$ cat src/rtl/syscall_console_unit.sv
// syscall_console_unit
// Services syscalls accepted in the M stage: print_int (v0=1), print_string
// (v0=4), exit (v0=10) and print_char (v0=11). It emits ASCII bytes on a
// valid/ready stream. String bytes are read through the data memory print
// port. busy stalls fetch and decode until the service completes.
//
// Optional feature: define SYSCALL_CONSOLE_HEX_EN to add print_hex (v0=34).
// This prints "0x" followed by 8 lowercase hex digits. Without the macro,
// v0=34 is treated as an unsupported code.
//
// Ports:
//   clk             rising-edge clock
//   reset           asynchronous, active-high reset
//   sig_syscall     one-cycle pulse, syscall present in M stage
//   v0, a0          service code and argument, sampled with sig_syscall
//   busy            stall request (combinational, covers the acceptance cycle)
//   sig_print_addr  byte address presented to the memory print port
//   print_word      word read combinationally at sig_print_addr
//   char_out        ASCII byte
//   char_valid      char_out is valid
//   char_ready      sink accepts the byte
//   sig_halted      exit has been serviced
//   sig_bad_syscall one-cycle pulse for an unsupported or rejected syscall
module syscall_console_unit #(
  parameter int MAX_STR_LEN = 256,
  parameter int INT_DIGITS  = 10
) (
  input  logic        clk,
  input  logic        reset,
  input  logic        sig_syscall,
  input  logic [31:0] v0,
  input  logic [31:0] a0,
  output logic        busy,
  output logic [31:0] sig_print_addr,
  input  logic [31:0] print_word,
  output logic [7:0]  char_out,
  output logic        char_valid,
  input  logic        char_ready,
  output logic        sig_halted,
  output logic        sig_bad_syscall
);

  localparam int BCD_W = 4 * INT_DIGITS;
  localparam logic [16:0] STR_LIMIT = 17'(MAX_STR_LEN);

  typedef enum logic [2:0] {
    IDLE, FETCH, EMIT_STR, CONV, EMIT_INT, EMIT_CHAR, HALT
`ifdef SYSCALL_CONSOLE_HEX_EN
    , EMIT_HEX
`endif
  } state_t;

  state_t             state;
  logic [31:0]        ptr;
  logic [16:0]        cnt;
  logic [31:0]        bin;
  logic [BCD_W-1:0]   bcd;
  logic [5:0]         bit_cnt;
  logic               neg;
  logic               minus_pending;
  logic [3:0]         digit_idx;
`ifdef SYSCALL_CONSOLE_HEX_EN
  logic [31:0]        hex_val;
  logic [3:0]         hex_idx;
`endif

  logic [7:0]         fetch_byte;
  logic [16:0]        cnt_next;
  logic [BCD_W-1:0]   bcd_next;
  logic [3:0]         lead_next;
  logic [7:0]         first_digit;

  // One double-dabble step: add 3 to every digit >= 5, then shift in the next
  // magnitude bit.
  function automatic logic [BCD_W-1:0] dabble(input logic [BCD_W-1:0] b,
                                              input logic in_bit);
    logic [BCD_W-1:0] adj;
    adj = b;
    for (int i = 0; i < INT_DIGITS; i++) begin
      if (adj[4*i +: 4] >= 4'd5) adj[4*i +: 4] = adj[4*i +: 4] + 4'd3;
    end
    return {adj[BCD_W-2:0], in_bit};
  endfunction

  // Index of the most significant nonzero digit. The result is 0 for a zero
  // value, so a single '0' is still printed.
  function automatic logic [3:0] lead_of(input logic [BCD_W-1:0] b);
    logic [3:0] lead;
    lead = 4'd0;
    for (int i = 0; i < INT_DIGITS; i++) begin
      if (b[4*i +: 4] != 4'd0) lead = 4'(i);
    end
    return lead;
  endfunction

  function automatic logic [7:0] digit_char(input logic [BCD_W-1:0] b,
                                            input logic [3:0] idx);
    return {4'h3, b[4*int'(idx) +: 4]};
  endfunction

`ifdef SYSCALL_CONSOLE_HEX_EN
  // Character idx of "0xNNNNNNNN". idx 2 is the most significant nibble.
  function automatic logic [7:0] hex_char(input logic [31:0] val,
                                          input logic [3:0] idx);
    logic [3:0] nib;
    nib = val[4*(9-int'(idx)) +: 4];
    if (idx == 4'd0) return 8'h30;
    if (idx == 4'd1) return 8'h78;
    return (nib < 4'd10) ? (8'h30 + {4'h0, nib}) : (8'h57 + {4'h0, nib});
  endfunction
`endif

  assign busy           = (state != IDLE) || sig_syscall;
  assign sig_print_addr = ptr;

  always_comb begin
    case (ptr[1:0])
      2'd0:    fetch_byte = print_word[7:0];
      2'd1:    fetch_byte = print_word[15:8];
      2'd2:    fetch_byte = print_word[23:16];
      default: fetch_byte = print_word[31:24];
    endcase
    cnt_next    = cnt + 17'd1;
    bcd_next    = dabble(bcd, bin[31]);
    lead_next   = lead_of(bcd_next);
    first_digit = digit_char(bcd_next, lead_next);
  end

  always_ff @(posedge clk or posedge reset) begin
    if (reset) begin
      state           <= IDLE;
      ptr             <= '0;
      cnt             <= '0;
      bin             <= '0;
      bcd             <= '0;
      bit_cnt         <= '0;
      neg             <= 1'b0;
      minus_pending   <= 1'b0;
      digit_idx       <= '0;
      char_out        <= '0;
      char_valid      <= 1'b0;
      sig_halted      <= 1'b0;
      sig_bad_syscall <= 1'b0;
`ifdef SYSCALL_CONSOLE_HEX_EN
      hex_val         <= '0;
      hex_idx         <= '0;
`endif
    end else begin
      sig_bad_syscall <= 1'b0;
      case (state)
        IDLE: begin
          if (sig_syscall) begin
            case (v0)
              32'd1: begin
                neg     <= a0[31];
                bin     <= a0[31] ? -a0 : a0;
                bcd     <= '0;
                bit_cnt <= '0;
                state   <= CONV;
              end
              32'd4: begin
                ptr   <= a0;
                cnt   <= '0;
                state <= FETCH;
              end
              32'd10: begin
                sig_halted <= 1'b1;
                state      <= HALT;
              end
              32'd11: begin
                char_out   <= a0[7:0];
                char_valid <= 1'b1;
                state      <= EMIT_CHAR;
              end
`ifdef SYSCALL_CONSOLE_HEX_EN
              32'd34: begin
                hex_val    <= a0;
                hex_idx    <= 4'd0;
                char_out   <= 8'h30;
                char_valid <= 1'b1;
                state      <= EMIT_HEX;
              end
`endif
              default: sig_bad_syscall <= 1'b1;
            endcase
          end
        end
        FETCH: begin
          if (fetch_byte == 8'h00) begin
            state <= IDLE;
          end else begin
            char_out   <= fetch_byte;
            char_valid <= 1'b1;
            state      <= EMIT_STR;
          end
        end
        EMIT_STR: begin
          if (char_ready) begin
            char_valid <= 1'b0;
            ptr        <= ptr + 32'd1;
            cnt        <= cnt_next;
            state      <= (cnt_next == STR_LIMIT) ? IDLE : FETCH;
          end
        end
        CONV: begin
          bcd     <= bcd_next;
          bin     <= bin << 1;
          bit_cnt <= bit_cnt + 6'd1;
          // The last step already knows the digits, so the first byte is
          // presented on the same edge that leaves CONV.
          if (bit_cnt == 6'd31) begin
            digit_idx     <= lead_next;
            minus_pending <= neg;
            char_out      <= neg ? 8'h2D : first_digit;
            char_valid    <= 1'b1;
            state         <= EMIT_INT;
          end
        end
        EMIT_INT: begin
          if (char_ready) begin
            if (minus_pending) begin
              minus_pending <= 1'b0;
              char_out      <= digit_char(bcd, digit_idx);
            end else if (digit_idx == 4'd0) begin
              char_valid <= 1'b0;
              state      <= IDLE;
            end else begin
              digit_idx <= digit_idx - 4'd1;
              char_out  <= digit_char(bcd, digit_idx - 4'd1);
            end
          end
        end
        EMIT_CHAR: begin
          if (char_ready) begin
            char_valid <= 1'b0;
            state      <= IDLE;
          end
        end
`ifdef SYSCALL_CONSOLE_HEX_EN
        EMIT_HEX: begin
          if (char_ready) begin
            if (hex_idx == 4'd9) begin
              char_valid <= 1'b0;
              state      <= IDLE;
            end else begin
              hex_idx  <= hex_idx + 4'd1;
              char_out <= hex_char(hex_val, hex_idx + 4'd1);
            end
          end
        end
`endif
        HALT: ;
        default: state <= IDLE;
      endcase
      // A syscall that arrives while a service is running is rejected. HALT
      // swallows syscalls silently.
      if (sig_syscall && state != IDLE && state != HALT) sig_bad_syscall <= 1'b1;
    end
  end

endmodule

$ cat config.mk
export PLATFORM = sky130hd
export DESIGN_NAME = syscall_console_unit
export DESIGN_NICKNAME = d
export VERILOG_FILES = /design/src/rtl/syscall_console_unit.sv
export SDC_FILE = /design/constraint.sdc
export NUM_CORES = 1
export LEC_CHECK = 0
export CORE_ASPECT_RATIO = 1.1
export CORE_UTILIZATION = 30
export CTS_CLUSTER_SIZE = 10
export DETAILED_ROUTE_END_ITERATION = 10
export PLACE_DENSITY = 0.5
export REMOVE_ABC_BUFFERS = 1
export SYNTH_ARGS = -nofsm -noshare
export SYNTH_HDL_FRONTEND = slang
export SYNTH_SLANG_ARGS = --single-unit
$ cat constraint.sdc
create_clock -name clk -period 5.3 [get_ports clk]
set_clock_uncertainty 0.2 [all_clocks]
set_input_delay 0.53 -clock clk [delete_from_list [all_inputs] [get_ports clk]]
set_output_delay 0.53 -clock clk [all_outputs]
set_load 0.005 [all_outputs]
### Placed standard cells, run 1

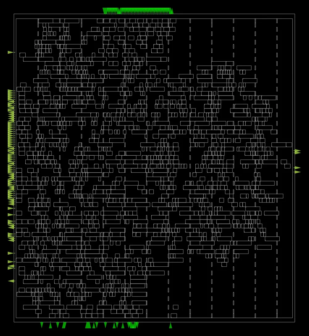
standard cell core area: 33460 um^2
number of sequential cells in the layout: 147
Fillers: 3462
post-route non-filler standard cell count: 1808

### Routed clock nets over the placement, run 1

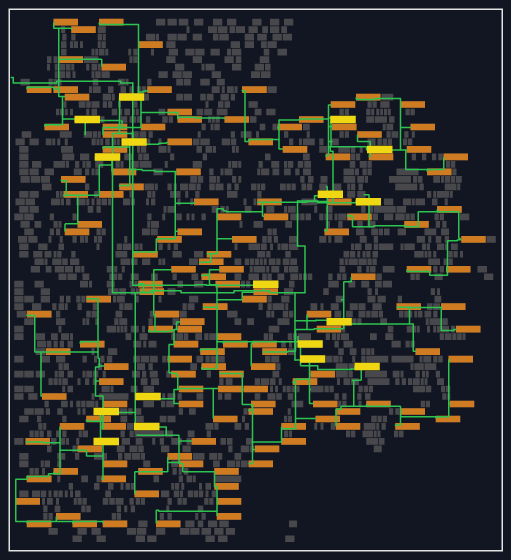
legend:
  clock wires:
    colour: green
    length: 2400 um
  flip-flops:
    colour: orange
    count: 147
  cells driving clock nets:
    colour: yellow
    count: 17
flops lie: spread over the die

### M2 wires, run 1

The bar under the picture is 50 um long.
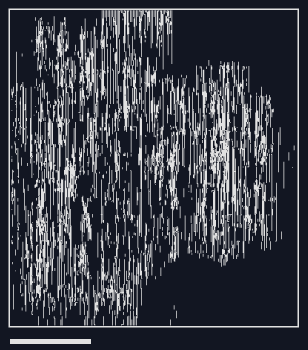
share of all routed wire: 47%
main direction: vertical
nets with wire on the layer: 1165
wire length on this layer: 15600 um
total number of vias: 9939
Routed Wire Length: 33.45 mm
GR met2 Demand/Resource: 30.72%

### Cell classes on the final placement, run 1

The bar under the picture is 50 um long. Fill, decap, tap and diode cells in grey.
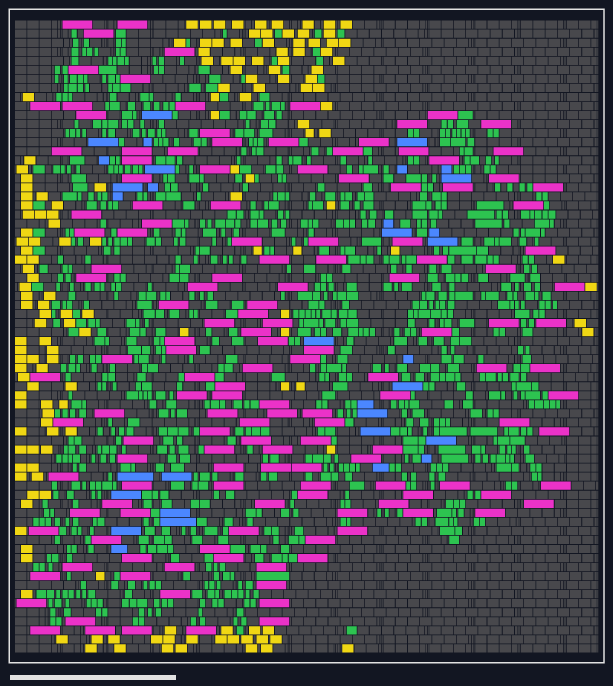
legend:
  other buffers and delay cells:
    colour: yellow
    cells: 160
    share_of_their_area: 13%
  clock drivers and dummy loads:
    colour: blue
    cells: 32
    share_of_their_area: 5.0%
  all other logic:
    colour: green
    cells: 1037
    share_of_their_area: 52%
  flip-flops:
    colour: magenta
    cells: 147
    share_of_their_area: 30%

==> summary.txt, run 1 <==
Implementation status.

- Of the total synthesized cell area, the portion taken by AND-OR and OR-AND cells is about a quarter.
- The global-route usage over all layers is 19.58%.
- The cell resize tally after clock tree synthesis is 0.
- Measured along the x axis, the die boundary spans 178.5 um.
- The placer's final routability congestion estimate is around 0.86.
- Grouping stages by cell kind, the critical path spends the most delay in AND-OR/OR-AND gates.
- The maximum clock insertion buffer count is 2.
- The internal power is 0.003837 W.
- The pin closest to its max-slew limit shows a slew of ~0.97 ns.
- The number of non-clock buffers is 160.
- The sequential share of cell area is a little under 30%.
- The layout has 20 clock buffers.
- The number of multi-input combinational cells in the layout is 985.
- Routing resource usage on met3 recorded by global route was ~3.2%.
- For this run the aggregate overflow at the end of global routing stands at 0.
- The leakage component of the power is approximately 5 nW.
- The count of buffers added on input and output ports is roughly 140.
- between 100 and 150 I/O pins were placed.
- The most congested layer reported by global routing is met2.
- The final timing report lists a max-slew violation count of 0.
- The worst setup path is of the reg -> reg kind.
- The adder and majority cell fraction of the synthesized area is around 3.4%.
- After detailed placement, the total cell area comes to about 12000 um^2.
- The xor/xnor share of the synthesized area is under 10%.
- IR analysis of the VDD net gives a maximum drop of about 0.00033 V.
- The type of element capturing the critical path is a flip-flop.
- Per report_power, the Combinational row totals 0.00392 W.
- The endpoint of the worst hold path is sig_halted.
- The final setup violation count is 0.
- The sequential fraction of the synthesis area is a little over a third.
- The slowest library cell on the worst path is sky130_fd_sc_hd__a21boi_1.
- The CTS report gives the tree buffer count as 17.
- The critical path depth is 10.
- After routing the design area is about 13000 um^2.
- Counting every instance in the synthesized netlist gives 1253.
- The post-route antenna net violation count is 0.
- The cell total after placement is 1776.
- Before any placement, the netlist area is recorded as 10280 um^2.
- The floorplan has 70 rows.
- The sequential cell power is ~0.002 W.
- The register share of total power is between 20 and 30%.
- The fraction of met1 tracks used by global routing is a little over a quarter.
- The most instantiated flip-flop cell in the synthesis netlist is sky130_fd_sc_hd__dfrtp_1.
- On the reported timing paths, the clock transition at the registers reads 0.06 ns.
- Per the layout area report, the combinational fraction of cell area is between 40% and 50%.
- The time the worst path needs with I/O delays and setup is around 3.8 ns.
- The floorplan die height is just under 200 um.
- The fraction of power spent switching nets is between 40% and 50%.
- The area recorded from the Yosys report for this design is roughly 10000 um^2.
- The root buffer selected by CTS is sky130_fd_sc_hd__clkbuf_16.
- The number of antenna violations at the first check in global routing is 0.
- The detailed router put a total of about 16 mm of wire on met1.
- The number of global-route vias before repair is between 9000 and 10000.
- In this run the mean area of a mapped cell was 8.207 um^2.
- The detailed router reports a met2 wire length of around 16 mm.
- The highest fanout seen on the critical path is 8.
- In the finished design, the share of the clock period the worst path needs comes to roughly 72%.
- The sort of element at the start of the critical path is a flip-flop.
- The maximum number of pins on one net before global-route repair is 81.
- Ranked by power, first place goes to combinational cells.
- The data arrival time reported for the critical path is 3.94 ns.
- The hold slack is roughly 0.28 ns.
- The worst setup timing slack at the placement stage is about 1.3 ns.
- bcd holds more flip-flops than any other register.
- The worst register-to-register path has a setup slack of ~1.5 ns.
- The highest clock rate this design can be run at is approximately 0.26 GHz.
- The number of setup buffers added after CTS is 0.
- Once iteration 0 of detailed routing completed, the report listed about 760 DRC markers.
- In the post-synthesis netlist, the biggest area contributors are sky130_fd_sc_hd__dfrtp_1 36%, sky130_fd_sc_hd__o21ai_0 7.8%, sky130_fd_sc_hd__nand2_1 4.6%.
- Synthesis instantiated between 70 and 80 different standard cells from the library.
- The clock network latency to the later pin of the worst-skew pair is roughly 0.44 ns.
- Listed in order, past its start point the critical path passes inv_1 > ha_1 > a21boi_1 > mux4_2 > mux2i_1 > o31ai_1 > nor4_1 > o2111ai_1 > a31oi_1 > a221oi_1.
- The clock group share of total power is 17.7%.
- In this run the power spent charging and discharging nets is between 0.003 and 0.004 W.
- Power spread over the standard cell area amounts to 566.7 nW/um^2.
- After layout, the worst setup slack is approximately 1.5 ns.
- Setup repair after global routing left no endpoint under its margin.
- The half-perimeter wire length after placement is 24.46 mm.
- The overall die area is 35020 um^2.
- Summed over its instances, the top area cell type makes up a little over a third of the synthesized netlist area.
- The terminus of the critical flop-to-flop path is char_out[1].
- The vias per cell is 5.497.
- The worst hold path begins at sig_halted.
- The final tally of hold violations is 0.
- Counting instances in the post-synthesis netlist gives the leading cell types as 161 x sky130_fd_sc_hd__o21ai_0, 147 x sky130_fd_sc_hd__dfrtp_1, 127 x sky130_fd_sc_hd__nand2_1.
- The number of hold buffers added after CTS was 0.
- The DRC violation total left in the routed layout is recorded as 0.
- The biggest area contributor in the post-synthesis netlist is sky130_fd_sc_hd__dfrtp_1.
- For this floorplan the total number of well-tap instances is approximately 430.
- The library cells used most frequently in the layout, excluding fill and tap cells, are 160 x sky130_fd_sc_hd__o21ai_0, 147 x sky130_fd_sc_hd__dfrtp_1, 143 x sky130_fd_sc_hd__clkdlybuf4s50_1, 126 x sky130_fd_sc_hd__nand2_1, 95 x sky130_fd_sc_hd__a21oi_1.
- Of the post-synthesis cell area, the part taken by muxes is about 4.6%.
- The most common logic cell in the final layout is sky130_fd_sc_hd__o21ai_0.
- The clock buffer and inverter area fraction after layout is roughly 4.8%.
- TritonCTS built the clock tree.
- The max-slew check reports its worst relative slack as between 30% and 40%.
- The most frequent cell after synthesis is sky130_fd_sc_hd__o21ai_0.
- The max capacitance violation total is 0.
- The number of flip-flops in the largest register is about 40.
- The layout cell share with drive strength beyond 1 is between 6 and 7%.
- Per the final report, the share of cell area in non-clock buffers is 12.22%.
- The share of synthesized cell area in and, or, nand and nor gates is between 20% and 30%.
- The initial cell density of the core is a little under a third.
- The number of warnings issued by yosys is 0.
- The repair_antennas step left the layout with diodes totalling 0.
- The count of instantiated cells in the yosys netlist is about 1300.
- The combined buffer and inverter count along the critical path is 1.
- The power dissipated in the clock network is around 0.0013 W.
- The area added between synthesis and finish is 24.05%.
- After detailed routing, the average wire length per cell comes to about 19 um.
- At the end of the flow the core is filled with cells to between 30% and 40%.
- The number of stages on the worst hold path is 1.
- The flow ran to the end, and the final reports show no timing, DRC or antenna violations.
- The synthesis run identifies the leading combinational cell family as AND-OR/OR-AND gates.
- The clock H-tree reported by CTS has 4 levels.
- The required time reported for the critical path endpoint is 5.41 ns.
==> run 1 -> run 2 <==
--- a/config.mk
+++ b/config.mk
@@ -9,7 +9,7 @@
 export CORE_UTILIZATION = 30
 export CTS_CLUSTER_SIZE = 10
 export DETAILED_ROUTE_END_ITERATION = 10
-export PLACE_DENSITY = 0.5
+export PLACE_DENSITY = 0.52
 export REMOVE_ABC_BUFFERS = 1
 export SYNTH_ARGS = -nofsm -noshare
 export SYNTH_HDL_FRONTEND = slang
==> constraint.sdc (replaced) <==
create_clock -name clk -period 3.1 [get_ports clk]
set_clock_uncertainty 0.2 [all_clocks]
set_input_delay 0.31 -clock clk [delete_from_list [all_inputs] [get_ports clk]]
set_output_delay 0.31 -clock clk [all_outputs]
set_load 0.005 [all_outputs]
### Routed clock nets over the placement, run 2

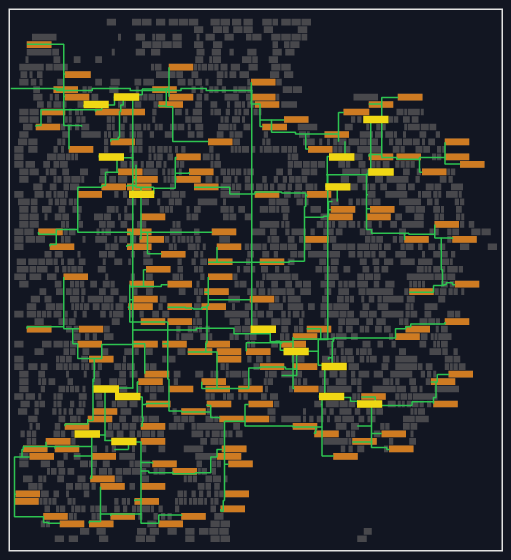
legend:
  flip-flops:
    colour: orange
    count: 147
  clock wires:
    colour: green
    length: 2380 um
  cells driving clock nets:
    colour: yellow
    count: 17
routed clock nets: 18
flops lie: spread over the die
share of total power in the clock network: 13.2%
clk pwr: 0.00201 W
later-pin clock latency in the skew report: 0.44 ns

### Supply network, run 2

Pins as bars on the die edge. Tap cells in grey.
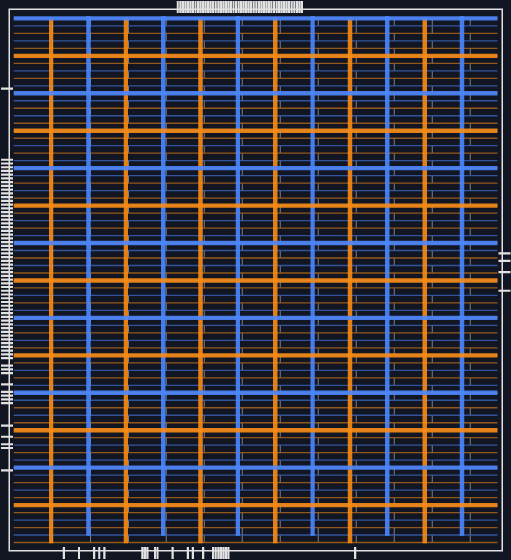
legend:
  VSS:
    colour: orange
  VDD:
    colour: blue
tap cells: 432
met4 straps: 12

==> run 2 against run 1 <==
  * Die area did not move
  * Critical endpoint unchanged
  * Clock-buffer cell count fell by 2
  * Power rose by 110%
  * Non-clock buffer count rose by 221
  * Setup slack got worse by 1.5 ns
  * Utilization rose by 6.7 points
  * First-iteration DRC count fell by 18%
==> summary.txt, run 2 <==
Implementation status.

- The run finished with clean final reports.
- The worst path uses 99.64% of the clock period.
- The type of element capturing the critical path is a flip-flop.
- After clock tree synthesis, the clock-pin slew on the worst setup and hold paths is 0.07 ns.
- The sequential share of cell area is approximately 25%.
- The number of setup buffers added after CTS is 8.
- The row count is ~70.
- The critical path depth is 15.
- Setup slack on the worst reg-to-reg path comes out at about 0.011 ns.
- The placer's final routability congestion estimate is 0.8571.
- The total net switching power is roughly 0.0068 W.
- The most common logic cell in the routed design is sky130_fd_sc_hd__buf_4.
- Of all cell types, the one taking the most synthesized area is sky130_fd_sc_hd__dfrtp_1.
- The register with the most flip-flops in the layout has ~40 of them.
- The area added between synthesis and finish is 45.72%.
- For this run, the leading register cell type out of synthesis is sky130_fd_sc_hd__dfrtp_1.
- For this run, the register share of the synthesized area comes to 35.77%.
- After Yosys synthesis, and, or, nand and nor cells account for between 20 and 25% of the synthesized area.
- The final count of pins violating max slew is 0.
- The placed cell area is ~14000 um^2.
- The maximum number of pins on one net before global-route repair is 65.
- For the worst setup path, the data required time is between 3 and 4 ns.
- The area of the core is 33460 um^2.
- The maximum frequency from static timing analysis is roughly 0.32 GHz.
- After detailed routing, the wire length on met1 is around 16 mm.
- The worst IR drop on VDD is between 0.0004 and 0.0005 V.
- Per the layout report, the design carries 3345 filler cells.
- Per the STA report, the cell with the highest stage delay on the worst path is sky130_fd_sc_hd__dfrtp_1.
- The leakage power in the latest report is ~6.3 nW.
- The register share of total power is between 20% and 30%.
- The number of placed I/O pins is about 140.
- Global routing consumed, over all layers together, approximately a fifth of the routing resources.
- For this design, Yosys synthesis ends with a cell count of around 1300.
- The met2 wire length is between 15 and 20 mm.
- The worst setup path is of the reg -> reg kind.
- The flow inserted between 400 and 500 tap cells.
- Per the detail_route report, vias per standard cell equal about 5.4.
- The detailed router's first-iteration violation count is 617.
- The post-route antenna net violation count is 0.
- At the pin with the least slew margin, the transition time is roughly 0.8 ns.
- The critical path arrival is ~3.2 ns.
- The most frequently used library cell after synthesis is sky130_fd_sc_hd__o21ai_0.
- In this run, post-CTS hold repair placed 0 buffers.
- Looking at the global route congestion table, the highest-usage layer is met2.
- The worst setup timing slack at the placement stage is -0.3999 ns.
- Per the final report, the share of cell area in clock cells is between 3 and 4%.
- For reference, the critical path cell chain is buf_6 > ha_4 > nor2b_4 > buf_6 > nor3_1 > nand3b_1 > nor4b_4 > buf_4 > o211a_1 > nor2_2 > buf_4 > buf_4 > o221ai_1 > o21ai_1 > a221oi_1.
- For met3 alone, demand over resource in global routing was 2.868%.
- According to the floorplan report, the die height is a little under 200 um.
- The number of buffer cells added on primary ports is roughly 140.
- The final setup violation count is 0.
- The terminus of the critical flop-to-flop path is char_out[1].
- The chip area line of the yosys report is roughly 10000 um^2.
- The x dimension of the die is 178.5 um.
- The tool flagged a number of max-cap violations equal to 0.
- The number of levels the H-tree was split into is 4.
- After synthesis, the most frequently instantiated cells are 161 x sky130_fd_sc_hd__o21ai_0, 147 x sky130_fd_sc_hd__dfrtp_1, 127 x sky130_fd_sc_hd__nand2_1.
- For reference, XOR and XNOR gates occupy approximately 4.2% of the area reported after synthesis.
- The worst path meets setup with approximately 0.011 ns of slack.
- The fraction of the mapped netlist area in compound gates is about a quarter.
- According to the cell report, flip-flops and latches in the layout number ~150.
- In this run the mean area of a mapped cell was approximately 8.2 um^2.
- Of the total standard cell area in the layout, the multi-input combinational portion is around 44%.
- The number of standard cells in the layout, taps in and fillers out is a little over 2000.
==> run 2 -> run 3 <==
--- a/config.mk
+++ b/config.mk
@@ -6,10 +6,10 @@
 export NUM_CORES = 1
 export LEC_CHECK = 0
 export CORE_ASPECT_RATIO = 1.1
-export CORE_UTILIZATION = 30
-export CTS_CLUSTER_SIZE = 10
+export CORE_UTILIZATION = 51
+export CTS_CLUSTER_SIZE = 14
 export DETAILED_ROUTE_END_ITERATION = 10
-export PLACE_DENSITY = 0.52
+export PLACE_DENSITY = 0.79
 export REMOVE_ABC_BUFFERS = 1
 export SYNTH_ARGS = -nofsm -noshare
 export SYNTH_HDL_FRONTEND = slang
==> run 3 against run 2 <==
  * The run now ends with setup timing left
  * Clock-buffer cell count fell by 1
  * Combinational power fell by 7%
  * Sequential share of layout area rose by 1.2 points
  * Wire length fell by 5.8%
  * Sequential power rose by 3%
  * Synthesized area did not move
  * Power fell by 2.2%
  * Sequential cell count did not move
==> summary.txt, run 3 <==
Implementation status.

- For this design the top-level I/O count stands at between 100 and 150.
- Once the clock tree was built, the resizer swapped 8 gates to a different size.
- The chip area line of the yosys report is a little over 10000 um^2.
- The post-synth register bit count is 147.
- Detailed placement finished with a half-perimeter wire length of 24.54 mm.
- The setup path with the least slack is of type reg -> reg.
- STA reports a reg2reg setup slack of -0.05 ns.
- The sequential share of cell area is 25.74%.
- The number of sinks driven by the clock tree is around 150.
- The report puts the hold buffer count at CTS at 0.
- The post-synthesis cell count is between 1000 and 1500.
- The layout cell share with drive strength beyond 1 is a little over a fifth.
- The most instantiated flip-flop cell in the synthesis netlist is sky130_fd_sc_hd__dfrtp_1.
- The top routing layer in use is met4.
- The number of global-route vias before repair is 10510.
- For this run the aggregate overflow at the end of global routing stands at 0.
- The final tally of hold violations is 0.
- The net switching power in the latest report is roughly 0.0067 W.
- The number of setup buffers added after CTS is 1.
- The final setup violation count is 1.
- Summing the areas of all xor and xnor instances in the mapped netlist gives ~4.2% of the synthesized area.
- Total power normalized to cell area comes to 1042 nW/um^2.
- The number of cells on the worst reg-to-reg path is 11.
- Sequential power for this build is about 0.0033 W.
- The maximum clock insertion buffer count is 2.
- The maximum number of pins on one net before global-route repair is ~70.
- The routed layout reports a DRC error count of 0.
- Yosys reports the multiplexer fraction of the synthesized area as 4.563%.
- The data arrival time reported for the critical path is about 3.3 ns.
- Buffers outside the clock tree occupy approximately 20% of the routed design's cell area.
- Counting pins that exceed their max-slew limit in the final report gives 0.
- During synthesis, Yosys emitted a total of 0 warnings.
- The sort of element at the start of the critical path is a flip-flop.
- In the layout the commonest cells are 174 x sky130_fd_sc_hd__buf_4, 154 x sky130_fd_sc_hd__o21ai_0, 147 x sky130_fd_sc_hd__dfrtp_1, 139 x sky130_fd_sc_hd__clkdlybuf4s50_1, 123 x sky130_fd_sc_hd__nand2_1.
- Per the post-run analysis, buffers plus inverters along the critical path come to 2.
- The number of non-clock buffers is 325.
- Internal power comes to around 0.0082 W.
- The maximum frequency from static timing analysis is approximately 0.32 GHz.
- The final sequential cell count is around 150.
- Setup repair after global routing could not meet its margin everywhere.
- The count of instantiated cells in the yosys netlist is 1253.
- The area added between synthesis and finish is 38.99%.
- The first global-routing pass estimated around 53 mm of wire.
- The power report attributes to the combinational group a share of a little over three fifths.
- The CTS report gives the tree buffer count as 17.
- The layout has about 1400 filler cells.
- The root buffer selected by CTS is sky130_fd_sc_hd__clkbuf_16.
- The group drawing the most power is combinational cells.
- The detailed router's first-iteration violation count is ~1100.
- The worst setup path is captured at a flip-flop.
- Across all stage logs, warnings added up to 39.
- The most critical min-delay path falls under in -> async.
- After detailed routing, the number of vias per cell comes to a little over 6.
- For the finished layout, the period the worst path requires is between 3 and 4 ns.
- The register share of total power is between 20 and 25%.
- For this design the static power due to leakage is 6.067 nW.
- The fraction of met1 tracks used by global routing is between 30% and 40%.
- The register with the most flip-flops in the layout has roughly 40 of them.
- The number of different library cells in the post-synthesis netlist is about 76.
- The worst-case max-slew headroom was logged as a little under half.
- The final design instance area without fill is between 10000 and 15000 um^2.
- The cell area that synthesis handed to floorplanning was just over 10000 um^2.
- Post-route period utilization is reported as 101.7%.
- By count the netlist is led by 161 x sky130_fd_sc_hd__o21ai_0, 147 x sky130_fd_sc_hd__dfrtp_1, 127 x sky130_fd_sc_hd__nand2_1.
- Per report_power, the clock group accounts for 15.3% of the total.
- The number of buffer cells added on primary ports is between 100 and 150.
- The power dissipated in the clock network is between 0.002 and 0.0025 W.
- Per the area breakdown, the dominant cell category is multi-input combinational cells.
- The worst IR drop on VDD is ~0.00075 V.
- RePlAce ended its routability-driven mode at a weighted congestion of roughly 0.95.
- The floorplan die height is around 150 um.
- Per the synthesis report, the simple-gate share of the synthesized area is 21.72%.
- After global routing, the most crowded layer is met2.
- Measured on the final layout, the clock distribution area share stands at 4.464%.
- After floorplanning, the die was sized to cover approximately 21000 um^2.
- The max capacitance violation total is 0.
- The sequential cell area in the final layout is about 3700 um^2.
- The count of clock buffers in the final design is 17.
- The length of routed wiring on met1 is roughly 13 mm.
- The vias after detailed routing is roughly 11000.
- Along the worst path, the maximum fanout reaches 4.
- The placed cell area is 13140 um^2.
- In the global route stage, met3 resource usage came out at 5.054%.
- The number of non-clock inverters in the layout is approximately 52.
- The number of antenna violations at the first check in global routing is 0.
- In this run, synthesis inferred 0 flip-flops with an integrated enable.
- Summed over all failing endpoints, the final setup total negative slack is -0.05318 ns.
- The critical path ends at char_out[2].
- The stage delay of the slowest cell on the critical path is between 0.4 and 0.5 ns.
- Net switching is between 40% and 50% of the power.
- The hold slack is about 0.12 ns.
- After detailed placement, the design holds a cell count of between 1500 and 2000.
- The fraction of the mapped netlist area in compound gates is about a quarter.
- The global routing report lists combined usage of all routing layers as around a third.
- Per the cell usage report, the commonest logic cell in the layout is sky130_fd_sc_hd__buf_4.
- The net total in the final layout is 1656.
- The final core utilization is slightly above 70%.
- The checks that failed: setup timing.
- The final layout contains routed wiring with a total length of about 34 mm.
- The critical path depth is 11.
- Across the whole layout, multi-input logic makes up between 40% and 50% of the cell area.
- For this run the top cell type by instance count after synthesis was sky130_fd_sc_hd__o21ai_0.
- The dominant kind of combinational cell is AND-OR/OR-AND gates.
- Combinational cells consume a total of about 0.0093 W.
- The skew report gives the latency at the later pin of the worst-skew pair as 0.44 ns.
- The x dimension of the die is 137.4 um.
- Per the detail_route report, routed wire per instance is approximately 19 um.
- The adder and majority cell fraction of the synthesized area is roughly 3.4%.
- The run finished, with violations left.
- The share of synthesized area in the top cell type comes to a little over a third.
- TritonCTS built the clock tree.
- The clock slew seen by the registers of the worst setup and hold paths is approximately 0.070 ns.
- The worst setup timing slack at the placement stage is -0.4342 ns.
- The kind of cell adding the most delay to the critical path is simple AND/OR/NAND/NOR gates.
- The slew at the pin closest to its max-slew limit is approximately 0.80 ns.
- The required time reported for the critical path endpoint is around 3.2 ns.
- After synthesis, the share of flip-flops with an asynchronous set or reset is 100.0%.
- Multi-input combinational cells in the finished layout were counted as about 1000.
- The slowest library cell on the worst path is sky130_fd_sc_hd__or3_1.
- The launch point of the worst path is bcd[24].
- Summing the sequential cell areas from Yosys gives a little over a third of the chip area.
- Before placement the cells fill 51.95% of the core.
- The synthesized area per cell is between 8 and 9 um^2.
- STA lists the endpoint of the worst register-to-register path as char_out[2].
- The final antenna diode tally reported by the flow is 0.
- The row count is about 54.
- The cell sequence reported for the critical path is inv_2 > ha_2 > nor2b_2 > o21bai_1 > mux2i_1 > buf_4 > and3_2 > nand2_2 > or3_1 > o31a_1 > o31ai_1.
- In the post-synthesis netlist, the biggest area contributors are sky130_fd_sc_hd__dfrtp_1 36%, sky130_fd_sc_hd__o21ai_0 7.8%, sky130_fd_sc_hd__nand2_1 4.6%.
- The worst setup slack after layout is -0.05318 ns.
- In the detailed route, the total length drawn on met2 is 17.41 mm.
- The met2 global-route usage is 56.76%.
- The met3 wirelength from detailed routing is 2.127 mm.
- The count of nets left with antenna violations once routing finished came out at 0.
- The total power is around 0.015 W.
- The clock H-tree reported by CTS has 4 levels.
- For the worst reg-to-reg path, the startpoint reported by OpenROAD is bcd[24].
- Looking at area per cell type in the netlist, the leader is sky130_fd_sc_hd__dfrtp_1.
- The register with the most flip-flops is bcd.
- The detailed-router iteration count before antenna repair is 6.
### Placed standard cells, run 3

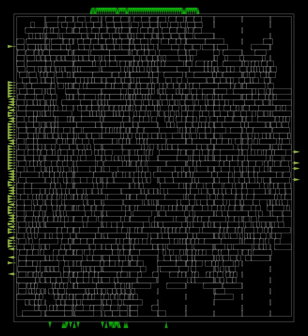
post-route non-filler standard cell count: 1793
tap cell instance count: 252
standard cell core area: 19800 um^2

### Routed clock nets over the placement, run 3

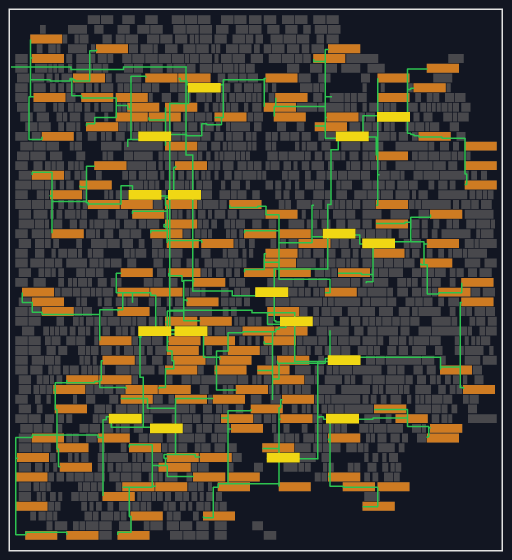
legend:
  cells driving clock nets:
    colour: yellow
    count: 17
  flip-flops:
    colour: orange
    count: 147
  clock wires:
    colour: green
    length: 2020 um
routed clock nets: 18
flops lie: spread over the die

No activity file was given, so power comes from the tool's default toggle rates.
